--- src/rtl/mxv_row_scheduler.sv ---
// Row-by-row sequencer for a matrix-vector product A*p on a shared dot-product engine.
// Streams masked row/vector chunks to the engine and writes each row result to AP memory.
module mxv_row_scheduler #(
  parameter int element_width = 32,
  parameter int no_of_units   = 8,
  parameter int addr_width    = 12
) (
  input  logic                                   clk,
  input  logic                                   reset,
  input  logic                                   start,
  input  logic [31:0]                            total,
  input  logic [31:0]                            no_of_rows,
  output logic [addr_width-1:0]                  row_mem_addr,
  input  logic [element_width*no_of_units-1:0]   row_mem_rdata,
  output logic [addr_width-1:0]                  vec_mem_addr,
  input  logic [element_width*no_of_units-1:0]   vec_mem_rdata,
  output logic                                   dp_clear,
  output logic                                   dp_valid,
  output logic                                   dp_last,
  output logic [element_width*no_of_units-1:0]   dp_a,
  output logic [element_width*no_of_units-1:0]   dp_b,
  input  logic [element_width-1:0]               dp_result,
  input  logic                                   dp_finish,
  output logic                                   ap_we,
  output logic [addr_width-1:0]                  ap_addr,
  output logic [element_width-1:0]              ap_wdata,
  output logic                                   busy,
  output logic                                   done
);

  localparam logic [31:0] units = 32'(no_of_units);

  typedef enum logic [2:0] {
    IDLE,
    CLEAR,
    ISSUE,
    DRAIN,
    WRITE,
    FIN
  } state_t;

  state_t state, next_state;

  logic [31:0]              chunks_q;
  logic [31:0]              rem_q;
  logic [31:0]              rows_q;
  logic [31:0]              chunk;
  logic [31:0]              row;
  logic [addr_width-1:0]    rb;
  logic [element_width-1:0] result_q;
  logic                     valid_d;
  logic                     last_d;
  logic                     trivial;
  logic                     last_issue;
  logic                     last_row;

  assign trivial    = (total == 32'd0) || (no_of_rows == 32'd0);
  assign last_issue = (chunk == chunks_q - 32'd1);
  assign last_row   = (row == rows_q - 32'd1);

  always_ff @(posedge clk) begin
    if (reset) state <= IDLE;
    else       state <= next_state;
  end

  always_comb begin
    next_state   = state;
    row_mem_addr = '0;
    vec_mem_addr = '0;
    dp_clear     = 1'b0;
    ap_we        = 1'b0;
    ap_addr      = '0;
    ap_wdata     = '0;
    busy         = 1'b0;
    done         = 1'b0;
    unique case (state)
      IDLE: begin
        // An empty job completes through FIN without ever raising busy.
        if (start) next_state = trivial ? FIN : CLEAR;
      end
      CLEAR: begin
        busy       = 1'b1;
        dp_clear   = 1'b1;
        next_state = ISSUE;
      end
      ISSUE: begin
        busy         = 1'b1;
        row_mem_addr = rb + chunk[addr_width-1:0];
        vec_mem_addr = chunk[addr_width-1:0];
        if (last_issue) next_state = DRAIN;
      end
      DRAIN: begin
        busy = 1'b1;
        if (dp_finish) next_state = WRITE;
      end
      WRITE: begin
        busy       = 1'b1;
        ap_we      = 1'b1;
        ap_addr    = row[addr_width-1:0];
        ap_wdata   = result_q;
        next_state = last_row ? FIN : CLEAR;
      end
      FIN: begin
        done       = 1'b1;
        next_state = IDLE;
      end
      default: next_state = IDLE;
    endcase
  end

  always_ff @(posedge clk) begin
    if (reset) begin
      chunks_q <= '0;
      rem_q    <= '0;
      rows_q   <= '0;
      chunk    <= '0;
      row      <= '0;
      rb       <= '0;
      result_q <= '0;
      valid_d  <= 1'b0;
      last_d   <= 1'b0;
    end else begin
      case (state)
        IDLE: begin
          if (start && !trivial) begin
            chunks_q <= (total / units) + {31'd0, |(total % units)};
            rem_q    <= total % units;
            rows_q   <= no_of_rows;
            row      <= '0;
            rb       <= '0;
          end
        end
        CLEAR: chunk <= '0;
        ISSUE: chunk <= chunk + 32'd1;
        DRAIN: if (dp_finish) result_q <= dp_result;
        WRITE: begin
          rb  <= rb + chunks_q[addr_width-1:0];
          row <= row + 32'd1;
        end
        default: ;
      endcase
      // Memory data arrives one cycle after its address, so valid/last trail the issue.
      valid_d <= (state == ISSUE);
      last_d  <= (state == ISSUE) && last_issue;
    end
  end

  always_comb begin
    dp_valid = valid_d;
    dp_last  = last_d;
    dp_a     = '0;
    dp_b     = '0;
    if (valid_d) begin
      for (int i = 0; i < no_of_units; i++) begin
        // Lanes past the row length in the final chunk must not contribute.
        if (last_d && (rem_q != 32'd0) && (32'(i) >= rem_q)) begin
          dp_a[i*element_width +: element_width] = '0;
          dp_b[i*element_width +: element_width] = '0;
        end else begin
          dp_a[i*element_width +: element_width] = row_mem_rdata[i*element_width +: element_width];
          dp_b[i*element_width +: element_width] = vec_mem_rdata[i*element_width +: element_width];
        end
      end
    end
  end

endmodule
--- config.mk ---
export PLATFORM = sky130hd
export DESIGN_NAME = mxv_row_scheduler
export DESIGN_NICKNAME = d
export VERILOG_FILES = /design/src/rtl/mxv_row_scheduler.sv
export SDC_FILE = /design/constraint.sdc
export NUM_CORES = 1
export LEC_CHECK = 0
export ABC_AREA = 1
export CAP_MARGIN = 15
export CORE_AREA = 3 3 461 463
export DETAILED_ROUTE_END_ITERATION = 8
export DIE_AREA = 0 0 464 466
export PLACE_DENSITY_LB_ADDON = 0.08
export SLEW_MARGIN = 0
export SYNTH_ARGS = -nofsm -noshare
export SYNTH_HDL_FRONTEND = slang
export SYNTH_SLANG_ARGS = --single-unit
--- constraint.sdc ---
create_clock -name clk -period 1.9 [get_ports clk]
set_input_delay 0.285 -clock clk [delete_from_list [all_inputs] [get_ports clk]]
set_output_delay 0.285 -clock clk [all_outputs]
set_load 0.01 [all_outputs]
==> results.toml, run 1 <==
# synthesis and place-and-route metrics
[placed_design]
pre_cts_ws_ns = -1.643
placedInstanceArea_sq_mm = 0.03775
dpl.cell_count = 7429
port_buffers = 1197

[critical_path]
worst_r2r_path_depth = 17
worst-path-max-fanout = 7
r2r-start = "chunks_q[0]"
criticalPathCategory = "flop to primary output"
critPathCapture = "dp_a[199]"
crit_path_frequent_cell = "sky130_fd_sc_hd__buf_12"
worst_r2r_endpoint = "state[0]"
setup.reg_to_reg.worst_slack_ns = -0.59
crit_cells = 10
crit_path_launch = "rem_q[2]"
timing.critical_path.to_type = "primary output"
worstPathCellList = "o31ai_4 > buf_6 > nor2_4 > or2_4 > buf_12 > buf_4 > buf_12 > buf_12 > nor2_4 > buf_6"
timing.critical_path.slowest_stage_cell = "sky130_fd_sc_hd__dfxtp_4"
worstPathBufferInverterCount = 6
critical_path.startpoint_type = "flop"
critPathMaxStageDelay_ns = 0.38
critical_path_rt_ns = 1.62

[yosys]
syn_area_per_cell_sq_um = 5.484
synth.yosys.warnings = 0
post_synth_instance_area_sq_mm = 0.01616
yosys-top-cells-area = "sky130_fd_sc_hd__dfxtp_1, sky130_fd_sc_hd__inv_1, sky130_fd_sc_hd__nor2_1"
dominantRegCellSynth = "sky130_fd_sc_hd__dfxtp_1"
sequential_fraction_of_the_synthesis_area = 0.2206
synthesis.nets = 3588
leading_cell_type_by_number_of_instances_after_synthesis = "sky130_fd_sc_hd__inv_1"
synth_largest_type_area_fraction = 0.2206
yosysChipArea_sq_mm = 0.01616
synth_async_sr_flop_share = 0
synth_register_bits = 178
enable_flop_cells = 0
synth_cell_types = 56
synthTopCellsByCount = "sky130_fd_sc_hd__inv_1, sky130_fd_sc_hd__nor2_1, sky130_fd_sc_hd__nand2_1"
cell_total_in_the_yosys_stat_output = 2946
yosysTopAreaCell = "sky130_fd_sc_hd__dfxtp_1"
post_synth_inst_count = 2946

[global_routing]
global_route.overflow_total = 0
first_pass_grt_wire_length_um = 303500
globalRouteMet1Util = 0.2717
met2_usage = 0.3582
grt_max_degree = 76
met3_usage = 0.07559

[finish]
lay_top_cells = "sky130_fd_sc_hd__inv_1, sky130_fd_sc_hd__clkdlybuf4s50_1, sky130_fd_sc_hd__buf_4"
final_core_util = 0.2074
combGateArea_sq_mm = 0.01212
inverters_excl_clock = 733
signal_buffer_area_fraction = 0.4770
final.signal_buffer_count = 1893
syn2layout_area_growth_pct = 168.5
sh_seq_area = 0.08345
final_layout_size_suffix_gt1_frac = 0.3582
number_of_antenna_repair_diodes = 26
n_fill_cell = 23730
final-instance-count-excl-fill = 7591
comb_area_share = 0.2793
fin_nets = 5389
register_area_sq_mm = 0.003620
clk_share = 0.01373
layout_top_cell = "sky130_fd_sc_hd__inv_1"

[routing]
routed.top_layer = "met5"
route.detailed.drc = 0
wire_length_on_met2_um = 113900
route.met3.wl_um = 19530
via_per_inst = 3.462
firstDrtPassIters = 5
met1Wirelength_um = 107600
vias_post_dr = 26280
drt_iter0_markers = 1370
routed_wirelength_um = 246800
wl_per_cell_um = 32.51

[final_timing]
timing.setup.tns_ns = -336.30
unrepaired_setup_endpoints_after_global_routing = "true"
relSlewSlack = 0.6331
maxClockFrequency_mhz = 367.2
layout_min_cycle_time_ns = 2.724
final-hold-violation-count = 0
slew_viol_final = 0
report.final.setup_viol = 692
min_period_over_period = 1.433
hold_ws_ns = 0.09369
max_slew.worst_pin.slew_ns = 0.5498
postLayoutSetupSlackWorst_ns = -0.8235

[outcome]
violations = "setup timing"
result_of_the_run = "finished, violations left"

[cts]
cts_num_sinks = 178
cts_root_cell = "sky130_fd_sc_hd__clkbuf_16"
cts_tree = "yes"
clk_pin_slew_ns = 0.08
cts-htree-levels = 4

[floorplanning]
die_w_um = 464
placementRows = 168
fp_util = 0.07725
tap_cells = 2805
floorplan.core_area_sq_mm = 0.2092
chipArea_sq_mm = 0.2162

[min_path]
worst_hold_path.num_cells = 3
min_to = "rows_q[16]"
min_path_type = "input pin to flop"
worstHoldStart = "no_of_rows[16]"

[job]
maxCapViolCount = 0
log.warning_count = 29

[power_and_ir_drop]
p_leak_uw = 0.01985
total_power_uw = 17970
worst_ir_drop_vdd_mv = 0.5706
[run 1: worst register-to-register path, stage by stage (launching register included)]
cell and delay (ns):
sky130_fd_sc_hd__dfxtp_1 0.32, sky130_fd_sc_hd__inv_1 0.08, sky130_fd_sc_hd__ha_1 0.25, sky130_fd_sc_hd__nand3_4 0.14, sky130_fd_sc_hd__nor2_4 0.15, sky130_fd_sc_hd__nand2_2 0.12, sky130_fd_sc_hd__nor2_4 0.17, sky130_fd_sc_hd__nand3_1 0.09
sky130_fd_sc_hd__nand2_1 0.18, sky130_fd_sc_hd__nand2_1 0.07, sky130_fd_sc_hd__nor2_1 0.14, sky130_fd_sc_hd__nand2_1 0.07, sky130_fd_sc_hd__nor2_1 0.16, sky130_fd_sc_hd__nand2_1 0.11, sky130_fd_sc_hd__nand2_2 0.16, sky130_fd_sc_hd__nand3_1 0.09
sky130_fd_sc_hd__nand2_1 0.06, sky130_fd_sc_hd__nor2_1 0.04
[run 1: registers in the layout, summed over array words and instances, names as in the netlist]
name / flops
chunk: 32
chunks_q: 30
dp_last: 1
rb: 12
row: 32
state: 3
dp_valid: 1
result_q: 32
rows_q: 32
rem_q: 3
[run 1: timing repair]
action / in CTS / in global routing
resized: 1045 / 894
hold endpoints to repair: 0 / 0
setup endpoints to repair: 726 / 729
gates cloned: 20 / 18
buffers inserted: 41 / 61
pin swaps: 25 / 84
hold buffers: 0 / 0
[run 1: power by group]
group          internal (uW)  total, uW  switching [uW]
sequential              3900       4100             203
combinational           4710       9880            5170
clock                   1880       3990            2110
total                  10500      18000            7480
[run 1: kinds of logic after synthesis]
kind of cell    count (synthesis)  share of synthesized area
compound gates                347                     0.1176
fa+ha+maj                      30                    0.02416
xor+xnor                      105                    0.05777
simple gates                 1442                     0.3805
buf+inv                       844                     0.1994
flops                         178                     0.2206
**Run 1: clock wiring as the flow saved it**

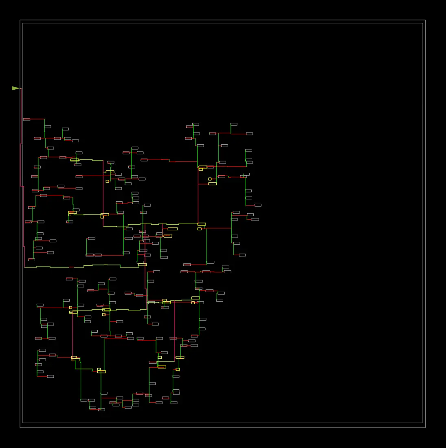
num sequential: 178
insertion delay of the later-clocked pin in the worst-skew pair: 0.51 ns
post-route clock skew: 0.01208 ns
final-layout clock buffer total: 17

**Run 1: the metal 3 layer**

(1 px per um)
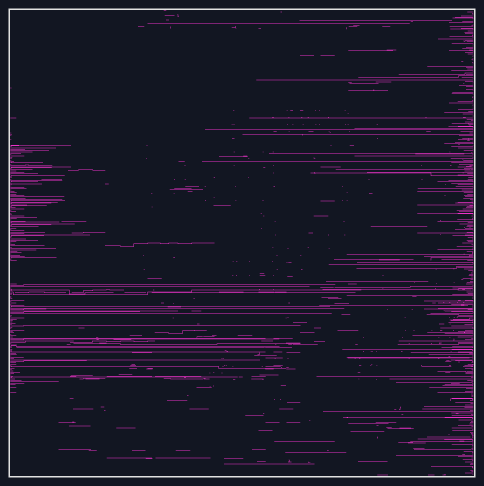
The wires run mostly horizontal. The longest straight run is 334 um.

**Run 1: routed metal per tile**

The die is cut into 23 by 23 equal tiles; black is low, pale yellow is high, scaled to the fullest tile. Values are wire area over tile area, all layers added.
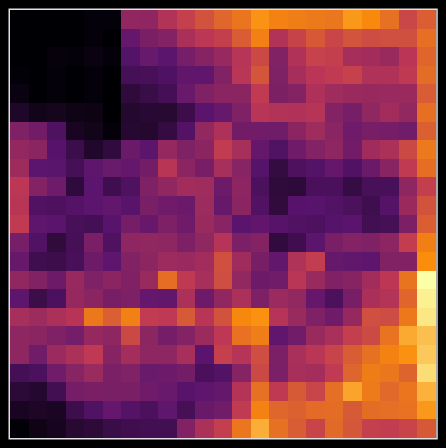
The emptiest ninth of the die: north-west. 25% of the tiles are over half the peak. The mean over all tiles is 0.18. 5.9% of the tiles are nearly empty. The densest ninth of the die: south-east. The fullest tile reaches 0.49.

**Run 1: where the registers sit**

(1 px per um) Other sequential cells in the stronger gray, the rest of the logic in the fainter gray.
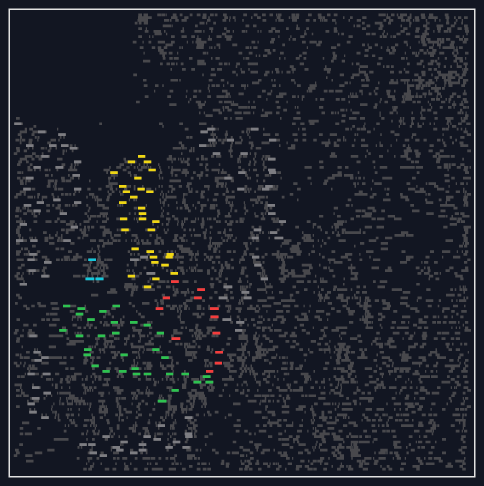
Key: cyan = state [flops 3]; yellow = chunks_q [flops 30]; green = row [flops 32, where south-west]; red = rb [flops 12]
Another 101 sequential cells are not colored.

==> run 2, diff against run 1 <==
--- a/config.mk
+++ b/config.mk
@@ -6,12 +6,15 @@
 export NUM_CORES = 1
 export LEC_CHECK = 0
 export ABC_AREA = 1
+export ABC_CLOCK_PERIOD_IN_PS = 1900
 export CAP_MARGIN = 15
 export CORE_AREA = 3 3 461 463
 export DETAILED_ROUTE_END_ITERATION = 8
 export DIE_AREA = 0 0 464 466
+export GPL_TIMING_DRIVEN = 0
 export PLACE_DENSITY_LB_ADDON = 0.08
 export SLEW_MARGIN = 0
 export SYNTH_ARGS = -nofsm -noshare
 export SYNTH_HDL_FRONTEND = slang
 export SYNTH_SLANG_ARGS = --single-unit
+export TNS_END_PERCENT = 20
**Run 2: clock wiring as the flow saved it**

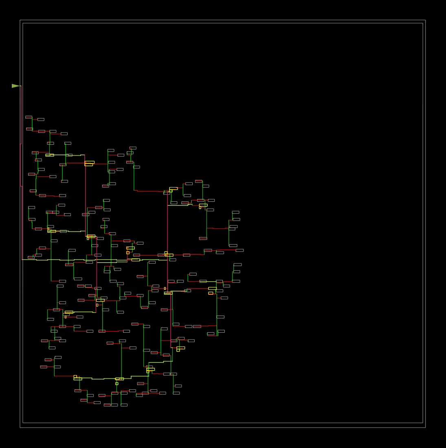
final-layout clock buffer total: 21
number of buffers created by CTS: 17
Num Clock Sinks: 178

==> run 2 against run 1 <==
Against the previous run:
- the run still ends with setup timing left
- first-iteration DRC count rose by 14%
- clock skew rose by 0.0071 ns
- final area fell by 18%
- largest cell class unchanged
- critical path type unchanged
- global-route usage fell by 0.66 points
==> results.toml, run 2 <==
# synthesis and place-and-route metrics
[outcome]
result_of_the_run = "finished, violations left"
violations = "setup timing"

[critical_path]
worst_r2r_path_depth = 13
worst-path-max-fanout = 5
critical_path.startpoint_type = "flop"
criticalPathCategory = "flop to primary output"

[finish]
inverters_excl_clock = 733
lay_top_cells = "sky130_fd_sc_hd__inv_1, sky130_fd_sc_hd__clkdlybuf4s50_1, sky130_fd_sc_hd__nor2_1"
clk_share = 0.01551
seq_cell_count = 178
comb_area_share = 0.3136
sh_seq_area = 0.1016
register_area_sq_mm = 0.003632
final_layout_size_suffix_gt1_frac = 0.2378
signal_buffer_area_fraction = 0.3899
syn2layout_area_growth_pct = 121.2
combGateArea_sq_mm = 0.01121
number_of_antenna_repair_diodes = 39
n_fill_cell = 24330

[yosys]
sequential_fraction_of_the_synthesis_area = 0.2206
synth_cell_types = 56
yosysTopAreaCell = "sky130_fd_sc_hd__dfxtp_1"
post_synth_instance_area_sq_mm = 0.01616
dominantRegCellSynth = "sky130_fd_sc_hd__dfxtp_1"
yosysChipArea_sq_mm = 0.01616
post_synth_inst_count = 2946
enable_flop_cells = 0
syn_area_per_cell_sq_um = 5.484
leading_cell_type_by_number_of_instances_after_synthesis = "sky130_fd_sc_hd__inv_1"
synth_register_bits = 178
synthesis.nets = 3588

[final_timing]
report.final.setup_viol = 691
relSlewSlack = 0.3511
postLayoutSetupSlackWorst_ns = -0.7975
finalClockSkew_ns = 0.01920
final-hold-violation-count = 0
unrepaired_setup_endpoints_after_global_routing = "true"
slew_viol_final = 0
maxClockFrequency_mhz = 370.7
min_period_over_period = 1.420
hold_ws_ns = 0.07478

[min_path]
worst_hold_path.num_cells = 3

[cts]
clk_pin_slew_ns = 0.07
ctsResizeCount = 1837
post-cts-setup-buffer-count = 45
cts_tree = "yes"
hold_buffers = 0

[routing]
route.detailed.drc = 0
via_per_inst = 3.427
firstDrtPassIters = 8
wl_per_cell_um = 33.19
drt_iter0_markers = 1565
vias_post_dr = 24510

[floorplanning]
placementRows = 168
fp_util = 0.07725

[placed_design]
port_buffers = 1196

[power_and_ir_drop]
netSwitchingFraction = 0.4366
p_leak_uw = 0.01712
pg_comb_uw = 7970
power_top_consumer = "combinational logic"
power.sequential.total_uw = 4180
power.net_switching_uw = 6953

[job]
maxCapViolCount = 0
log.warning_count = 29

[global_routing]
global_route.overflow_total = 0
first_pass_grt_wire_length_um = 288400
grt_max_degree = 17
==> run 2: cell counts after synthesis <==
Identical to the previous run, type by type.
==> run 2: through the flow <==
stage	setup slack (ns)	total power (uW)	cell area, sq um	std cells
final	-0.7975	15920	35740	7151
after global routing	-0.9061	16860	35690	7129
after CTS	-0.8841	15680	34250	7033
after detailed placement	-2.124	11390	31770	6950
after global placement	-2.672	11400	31700	6947
after floorplan	-0.02498	6934	16220	2946
==> run 2: kinds of logic after synthesis <==
| group | after synthesis | share of synthesized area |
|---|---|---|
| compound gates | 347 | 0.1176 |
| xor+xnor | 105 | 0.05777 |
| flops | 178 | 0.2206 |
| buf+inv | 844 | 0.1994 |
| fa+ha+maj | 30 | 0.02416 |
| simple gates | 1442 | 0.3805 |
==> run 2: final timing paths <==
kind                                startpoint           end
worst max register to register        chunk[0]     chunk[30]
worst min-delay path            no_of_rows[23]    rows_q[23]
worst max-delay path                  rem_q[2]     dp_b[163]
worst min register to register    result_q[29]  result_q[29]
==> run 2: routing by layer <==
metal / wire length [um] / share of wire / track usage / vias up
li1: - / - / - / 11550
met1: 102300 / 0.43 / 0.2657 / 11570
met2: 110100 / 0.46 / 0.3481 / 1087
met3: 18450 / 0.078 / 0.06357 / 261
met4: 6272 / 0.026 / 0.04729 / 36
met5: 236 / 0.00099 / 0 / -
==> run 2: worst max-delay path: stages (launching register included) <==
cell and delay (ns):
sky130_fd_sc_hd__dfxtp_4 0.41, sky130_fd_sc_hd__o31ai_4 0.24, sky130_fd_sc_hd__a21oi_1 0.07, sky130_fd_sc_hd__inv_1 0.10, sky130_fd_sc_hd__nand2_4 0.09, sky130_fd_sc_hd__clkbuf_16 0.18
sky130_fd_sc_hd__nor2_1 0.15, sky130_fd_sc_hd__clkdlybuf4s50_1 0.63
Power figures rest on the tool's default switching activity, not on a simulated workload.
